`config.mk`:
```
export PLATFORM = sky130hd
export DESIGN_NAME = sad_accumulator
export DESIGN_NICKNAME = d
export VERILOG_FILES = /design/src/rtl/sad_accumulator.sv
export SDC_FILE = /design/constraint.sdc
export NUM_CORES = 1
export LEC_CHECK = 0
export ABC_AREA = 1
export CORE_AREA = 2 2 98 100
export CTS_CLUSTER_SIZE = 16
export DETAILED_ROUTE_END_ITERATION = 8
export DIE_AREA = 0 0 100 102
export GPL_TIMING_DRIVEN = 0
export MAX_ROUTING_LAYER = met4
export PLACE_DENSITY = 0.77
export SLEW_MARGIN = 15
export SYNTH_ARGS = -nofsm -noshare
export SYNTH_HDL_FRONTEND = slang
export SYNTH_SLANG_ARGS = --single-unit
```
`constraint.sdc`:
```
create_clock -name clk -period 5.2 [get_ports clk]
set_clock_uncertainty 0.15 [all_clocks]
set_input_delay 1.3 -clock clk [delete_from_list [all_inputs] [get_ports clk]]
set_output_delay 1.3 -clock clk [all_outputs]
set_load 0.01 [all_outputs]
```
`src/rtl/sad_accumulator.sv`:
```
// Sum-of-absolute-differences accumulator over N-sample blocks,
// with peak |x| tracking and a backpressured result handshake.
module sad_accumulator #(
  parameter int DW    = 16,
  parameter int N     = 8,
  parameter int ACC_W = 19,
  parameter int CW    = 3
) (
  input  logic             clk,
  input  logic             rst,
  input  logic             clear,
  input  logic             in_valid,
  output logic             in_ready,
  input  logic [DW-1:0]    in_diff,
  output logic             out_valid,
  input  logic             out_ready,
  output logic [ACC_W-1:0] out_sad,
  output logic [DW-1:0]    out_peak
);

  typedef enum logic {
    S_ACC,
    S_HOLD
  } state_t;

  state_t             r_state;
  state_t             w_state_nxt;
  logic [CW-1:0]      r_count;
  logic [CW-1:0]      w_count_nxt;
  logic [ACC_W-1:0]   r_acc;
  logic [ACC_W-1:0]   w_acc_nxt;
  logic [DW-1:0]      r_peak;
  logic [DW-1:0]      w_peak_nxt;
  logic               r_out_valid;
  logic               w_out_valid_nxt;
  logic [ACC_W-1:0]   r_out_sad;
  logic [ACC_W-1:0]   w_out_sad_nxt;
  logic [DW-1:0]      r_out_peak;
  logic [DW-1:0]      w_out_peak_nxt;

  logic               w_accept;
  logic               w_last;
  logic [DW-1:0]      w_abs;
  logic [ACC_W-1:0]   w_sum;
  logic [DW-1:0]      w_max;

  assign in_ready  = (r_state == S_ACC) && !clear;
  assign out_valid = r_out_valid;
  assign out_sad   = r_out_sad;
  assign out_peak  = r_out_peak;

  assign w_accept = in_valid && in_ready;
  assign w_last   = (r_count == CW'(N - 1));

  // Unsigned DW-bit magnitude: the most negative input maps to 2^(DW-1).
  assign w_abs = in_diff[DW-1] ? (~in_diff + DW'(1)) : in_diff;
  assign w_sum = r_acc + ACC_W'(w_abs);
  assign w_max = (w_abs > r_peak) ? w_abs : r_peak;

  always_comb begin
    w_state_nxt     = r_state;
    w_count_nxt     = r_count;
    w_acc_nxt       = r_acc;
    w_peak_nxt      = r_peak;
    w_out_valid_nxt = r_out_valid;
    w_out_sad_nxt   = r_out_sad;
    w_out_peak_nxt  = r_out_peak;
    if (clear) begin
      w_state_nxt     = S_ACC;
      w_count_nxt     = '0;
      w_acc_nxt       = '0;
      w_peak_nxt      = '0;
      w_out_valid_nxt = 1'b0;
    end else begin
      unique case (r_state)
        S_ACC: begin
          if (w_accept && w_last) begin
            w_out_sad_nxt   = w_sum;
            w_out_peak_nxt  = w_max;
            w_out_valid_nxt = 1'b1;
            w_acc_nxt       = '0;
            w_peak_nxt      = '0;
            w_count_nxt     = '0;
            w_state_nxt     = S_HOLD;
          end else if (w_accept) begin
            w_acc_nxt   = w_sum;
            w_peak_nxt  = w_max;
            w_count_nxt = r_count + CW'(1);
          end
        end
        S_HOLD: begin
          if (r_out_valid && out_ready) begin
            w_out_valid_nxt = 1'b0;
            w_state_nxt     = S_ACC;
          end
        end
        default: w_state_nxt = S_ACC;
      endcase
    end
  end

  always_ff @(posedge clk or posedge rst) begin
    if (rst) begin
      r_state     <= S_ACC;
      r_count     <= '0;
      r_acc       <= '0;
      r_peak      <= '0;
      r_out_valid <= 1'b0;
      r_out_sad   <= '0;
      r_out_peak  <= '0;
    end else begin
      r_state     <= w_state_nxt;
      r_count     <= w_count_nxt;
      r_acc       <= w_acc_nxt;
      r_peak      <= w_peak_nxt;
      r_out_valid <= w_out_valid_nxt;
      r_out_sad   <= w_out_sad_nxt;
      r_out_peak  <= w_out_peak_nxt;
    end
  end

endmodule

```
**A small window of the routed layout**

Window x 0 to 50, y 52 to 102 microns. Cells in gray, sequential cells in the stronger gray; small squares are vias.
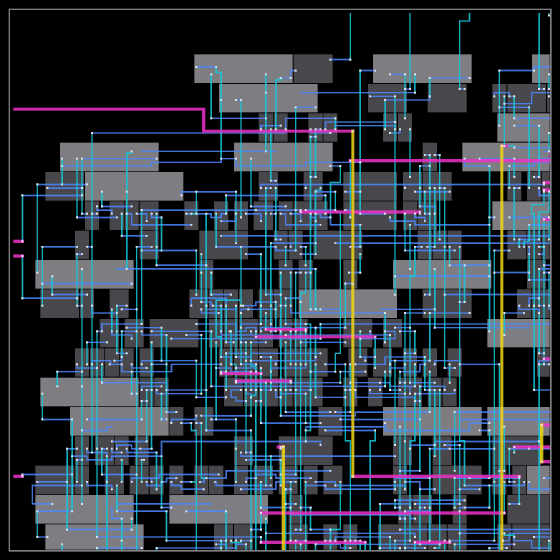
[M4] yellow
[M2] cyan
[M3] magenta
[M1] blue
cells with their middle in the window: 166
most frequent: nand2_1 (65), nand3_1 (24), dfrtp_1 (20)
netlist names of flops here include: `r_acc` (9), `out_sad` (7), `out_peak` (2)
sequential cells in the window: 20

==> flow_summary_export.csv <==
group,metric,value,unit
status,status,"completed",
synthesis,ys_chip_area,0.004927,sq mm
layout,clock_buffers,11,
place,dpl.hpwl,10230,microns
synthesis,mux_area_frac,0,
layout,buffer_area_frac,0.1198,
synthesis,post_synth_main_logic_family,"simple AND/OR/NAND/NOR gates",
synthesis,simple_gate_share,0.3649,
synthesis,yosys-top-cells-count,"nand2_1 (271), nand3_1 (84), dfrtp_1 (75)",
critical_path,critPathTopFamily,"simple AND/OR/NAND/NOR gates",
global_route,grt_use_met3,0.06498,
place,placed_cell_area,0.005667,sq mm
synthesis,top_area_cell,"dfrtp_1",
synthesis,xor_share,0.01955,
layout,final_nets,817,
power,seq_power,0.000699,W
place,port_buffers,57,
detailed_routing,dr_wl_met2,6362,microns
die,tap_cells,111,
layout,antenna_cells,0,
clocking,cts_resized,0,
detailed_routing,drt_iter0_drc,199,
clocking,cts-root-buf,"clkbuf_8",
power,total_power,0.001843,W
min_path,min_to,"out_sad[0]$_DFFE_PP0P_",
critical_path,crit_arrival,4.39,ns
synthesis,ys_seq_frac,0.3809,
global_route,grt_pass1_wl,22360,microns
final_timing,setup_slack,0.9239,ns
layout,area_growth,18.66,%
power,peakVddDrop,0.0001383,V
power,p_sw,0.0007423,W
critical_path,rr_startpoint,"r_peak[15]$_DFFE_PP0P_",
power,power_frac_seq,0.379,
synthesis,ys_warn_count,0,
final_timing,slew_viol_final,0,
place,dp_slack,0.5778,ns
run,max_cap_violations,0,
clocking,cts_buffer_depth,2,
min_path,hold_depth,2,
layout,final_util,0.6419,
layout,design_area,0.005847,sq mm
layout,final_cell_mix,"nand2_1 (271), nand3_1 (84), dfrtp_1 (75)",
layout,n_all_inverters,70,
synthesis,top_area_frac,0.3809,
die,die_w,100,microns
synthesis,syn_inst,691,
synthesis,ys_sh_adder,0.09294,
synthesis,topCellsByArea,"dfrtp_1 (38%), nand2_1 (21%), ha_1 (8.9%)",
global_route,grtUsageMet2,0.4745,
layout,seq_share,0.3210,
global_route,grtUsageMet1,0.3623,
detailed_routing,wl_per_cell,15.31,microns
critical_path,crit_end,"out_peak[8]$_DFFE_PP0P_",
final_timing,setup_tns,0,ns
final_timing,slew_headroom,0.5444,
layout,fillers,845,
detailed_routing,vias_per_cell,5.559,
detailed_routing,maxUsedRoutingLayer,"met4",
detailed_routing,drcViolationCount,0,
power,clkPwrFrac,0.233,
die,placeableCoreArea,0.009109,sq mm
clocking,post_cts.repair.setup_buffers,0,
power,p_comb_frac,0.388,
global_route,grt_pass1_vias,4736,
critical_path,cp_num_buf_inv,4,
synthesis,yosys-stat-cells,691,
critical_path,max_stage_delay,0.44,ns
die,fp_util,0.5409,
**The clock network**

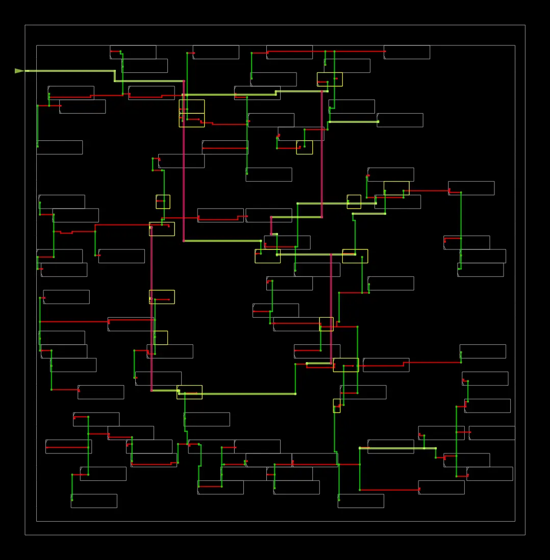
FF+latch count: 75
P_clk: 0.000429 W
Late-Pin Clk Latency: 0.38 ns

Power and IR drop assume default switching activity.
